### config.mk
export PLATFORM = sky130hd
export DESIGN_NAME = pipe_hazard_ctrl
export DESIGN_NICKNAME = d
export VERILOG_FILES = /design/src/rtl/pipe_hazard_ctrl.sv
export SDC_FILE = /design/constraint.sdc
export NUM_CORES = 1
export LEC_CHECK = 0
export CAP_MARGIN = 20
export CELL_PAD_IN_SITES_DETAIL_PLACEMENT = 1
export CELL_PAD_IN_SITES_GLOBAL_PLACEMENT = 1
export CORE_MARGIN = 2
export CORE_UTILIZATION = 25
export CTS_CLUSTER_SIZE = 10
export DETAILED_ROUTE_END_ITERATION = 6
export PLACE_DENSITY_LB_ADDON = 0.1
export SLEW_MARGIN = 20
export SYNTH_ARGS = -nofsm -noshare
export SYNTH_HDL_FRONTEND = slang
export SYNTH_SLANG_ARGS = --single-unit
export TNS_END_PERCENT = 30
### constraint.sdc
create_clock -name clk -period 2.5 [get_ports clk]
set_clock_uncertainty 0.15 [all_clocks]
set_input_delay 0.25 -clock clk [delete_from_list [all_inputs] [get_ports clk]]
set_output_delay 0.25 -clock clk [all_outputs]
set_load 0.02 [all_outputs]
### src/rtl/pipe_hazard_ctrl.sv
// Hazard/forwarding controller for a 5-stage pipeline, driven by a post-ID scoreboard.
// Define HAZARD_FWD_EN for the forwarding build; otherwise the block interlocks until producers retire.
module pipe_hazard_ctrl #(
    parameter int REG_AW = 5,
    parameter int DEPTH  = 3,
    parameter int CNT_W  = 32,
    localparam int SW    = $clog2(DEPTH + 1)
) (
    input  logic              clk,
    input  logic              rst,
    input  logic              id_valid,
    input  logic [REG_AW-1:0] id_rs1,
    input  logic              id_rs1_used,
    input  logic [REG_AW-1:0] id_rs2,
    input  logic              id_rs2_used,
    input  logic [REG_AW-1:0] id_rd,
    input  logic              id_rf_en,
    input  logic              id_is_load,
    input  logic              ex_redirect,
    output logic              stall_fd,
    output logic              bubble_de,
    output logic              flush_fd,
    output logic [SW-1:0]     fwd_a,
    output logic [SW-1:0]     fwd_b,
    output logic [CNT_W-1:0]  stall_cnt,
    output logic [CNT_W-1:0]  flush_cnt
);

    logic [DEPTH:1]    vld_q, vld_d;
    logic [DEPTH:1]    wr_q, wr_d;
    logic [DEPTH:1]    ld_q, ld_d;
    logic [REG_AW-1:0] rd_q [1:DEPTH];
    logic [REG_AW-1:0] rd_d [1:DEPTH];
    logic [CNT_W-1:0]  stall_cnt_q, stall_cnt_d;
    logic [CNT_W-1:0]  flush_cnt_q, flush_cnt_d;
    logic [DEPTH:1]    match_a, match_b;
    logic              hazard;

    // wr already excludes x0 producers; the explicit source check keeps x0 readers clean too.
    always_comb begin
        match_a = '0;
        match_b = '0;
        for (int k = 1; k <= DEPTH; k++) begin
            match_a[k] = vld_q[k] && wr_q[k] && id_rs1_used && (id_rs1 != '0) && (rd_q[k] == id_rs1);
            match_b[k] = vld_q[k] && wr_q[k] && id_rs2_used && (id_rs2 != '0) && (rd_q[k] == id_rs2);
        end
    end

    always_comb begin
        hazard = 1'b0;
        fwd_a  = '0;
        fwd_b  = '0;
`ifdef HAZARD_FWD_EN
        hazard = id_valid && ld_q[1] && (match_a[1] || match_b[1]);
        // Walk oldest to youngest so the youngest matching producer wins.
        for (int k = DEPTH; k >= 1; k--) begin
            if (match_a[k]) fwd_a = SW'(k);
            if (match_b[k]) fwd_b = SW'(k);
        end
`else
        hazard = id_valid && (|(match_a | match_b));
`endif
        stall_fd  = hazard && !ex_redirect;
        bubble_de = hazard || ex_redirect;
        flush_fd  = ex_redirect;
    end

    always_comb begin
        vld_d[1] = id_valid && !bubble_de;
        wr_d[1]  = id_rf_en && (id_rd != '0);
        ld_d[1]  = id_is_load;
        rd_d[1]  = id_rd;
        for (int k = 2; k <= DEPTH; k++) begin
            vld_d[k] = vld_q[k-1];
            wr_d[k]  = wr_q[k-1];
            ld_d[k]  = ld_q[k-1];
            rd_d[k]  = rd_q[k-1];
        end
        stall_cnt_d = (stall_fd && stall_cnt_q != '1) ? stall_cnt_q + CNT_W'(1) : stall_cnt_q;
        flush_cnt_d = (flush_fd && flush_cnt_q != '1) ? flush_cnt_q + CNT_W'(1) : flush_cnt_q;
    end

    always_ff @(posedge clk) begin
        if (rst) begin
            vld_q       <= '0;
            stall_cnt_q <= '0;
            flush_cnt_q <= '0;
        end else begin
            vld_q       <= vld_d;
            stall_cnt_q <= stall_cnt_d;
            flush_cnt_q <= flush_cnt_d;
        end
    end

    // Payload fields are qualified by valid, so they need no reset.
    always_ff @(posedge clk) begin
        wr_q <= wr_d;
        ld_q <= ld_d;
        rd_q <= rd_d;
    end

    assign stall_cnt = stall_cnt_q;
    assign flush_cnt = flush_cnt_q;

endmodule

==> reports/metrics.cfg <==
[final_layout]
fillers = 1783
logic_area_um2 = 2300
buffer_area_share_pct = 23.2
fin_nets = 619

[setup_path]
path_class = flip-flop to flip-flop
cp.arrival_ns = 2.69
rr_worst_depth = 9
worstPathCellList = xor2_1 > nor4_1 > nand4_1 > a311oi_2 > buf_12 > or2_1 > buf_4 > nor4b_4 > mux2_1
slowest_delay_ns = 0.35

[synthesis]
ys_seq_elements = 85
avgSynthCellArea_um2 = 8.91
async_flop_share_pct = 0
synth.most_common_cell = dfxtp_1
syn_area_um2 = 3950
flop_cell = dfxtp_1
synthAoiAreaFrac_pct = 8.59

[clock_tree]
cts_max_level = 3
cts-root-buf = clkbuf_16
post-cts-setup-buffers = 4
cts_num_sinks = 85
cts_resized = 34

[timing]
finalWorstSetupSlack_ns = -0.101
hold_slack_ns = 0.204
setup_viol = 9

[power_and_ir_drop]
swShare_pct = 22.2
powerDensity_nw_per_um2 = 518

[worst_hold_path]
hold_path_depth = 1
min-delay-start = id_rd[3]

[grt]
grt_pass1_vias = 3948

[die]
chipArea_um2 = 16800

[route]
drc = 0
detail-route-antenna-nets = 0
wirelength_um = 12100

[status]
status = finished, violations left
violations = setup timing

[run]
warnings = 29

[place]
placed_cells = 788

Figure 1. Placement by cell class.
Scale bar: 50 µm.
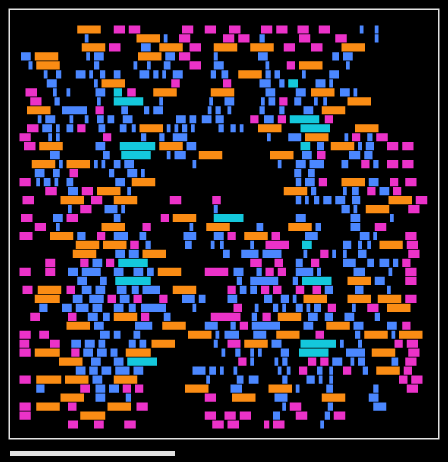
Key: magenta = other buffers and delay cells [cells 154, share of their area 24%]; orange = flops [cells 85, share of their area 29%]; blue = all other logic [cells 344, share of their area 40%]; cyan = clock drivers and dummy loads [cells 16, share of their area 6.0%]
Final Cell Area: 6060 µm²
Core Util, Final: 39.6%
Core ar.: 15300 µm²

Figure 2. Register map, names as in the netlist.
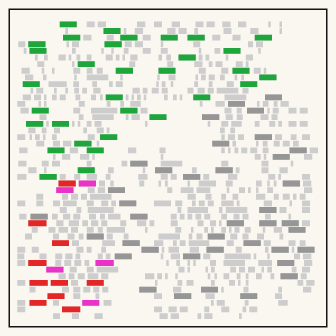
Key: magenta = `rd_q` [flops 5, where lower left]; green = `flush_cnt` [flops 32]; red = `rd_d` [flops 10, where lower left]
Another 38 sequential cells are not coloured.
Power Sequential: 0.00140 W
Seq area share: 28.2%
register area: 1710 µm²

Figure 3. Congestion heat map.
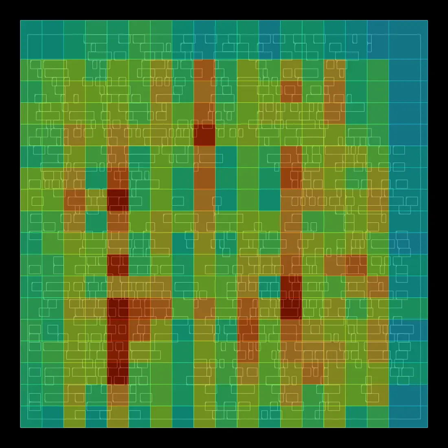
met1 Use GR: 18.6%
met2 usage: 25.3%
GR peak layer: met2
drt wl/cell: 15.0 µm

Figure 4. Power grid.
Pins as bars on the die edge. Tap cells in grey.
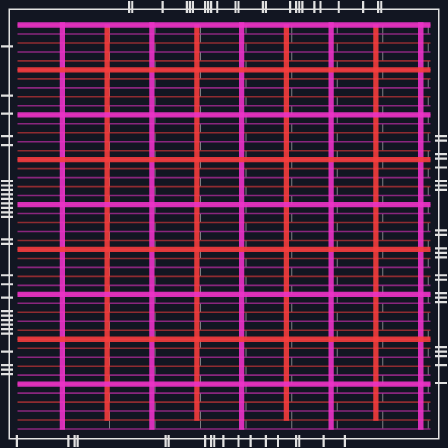
Key: red = VDD; magenta = VSS
The core has 45 rows. 9 straps on met4. 46 met1 rails follow the rows.
Worst VDD drop: 0.000368 V
chip width: 130 µm
die height: 130 µm

Power and IR drop assume default switching activity.
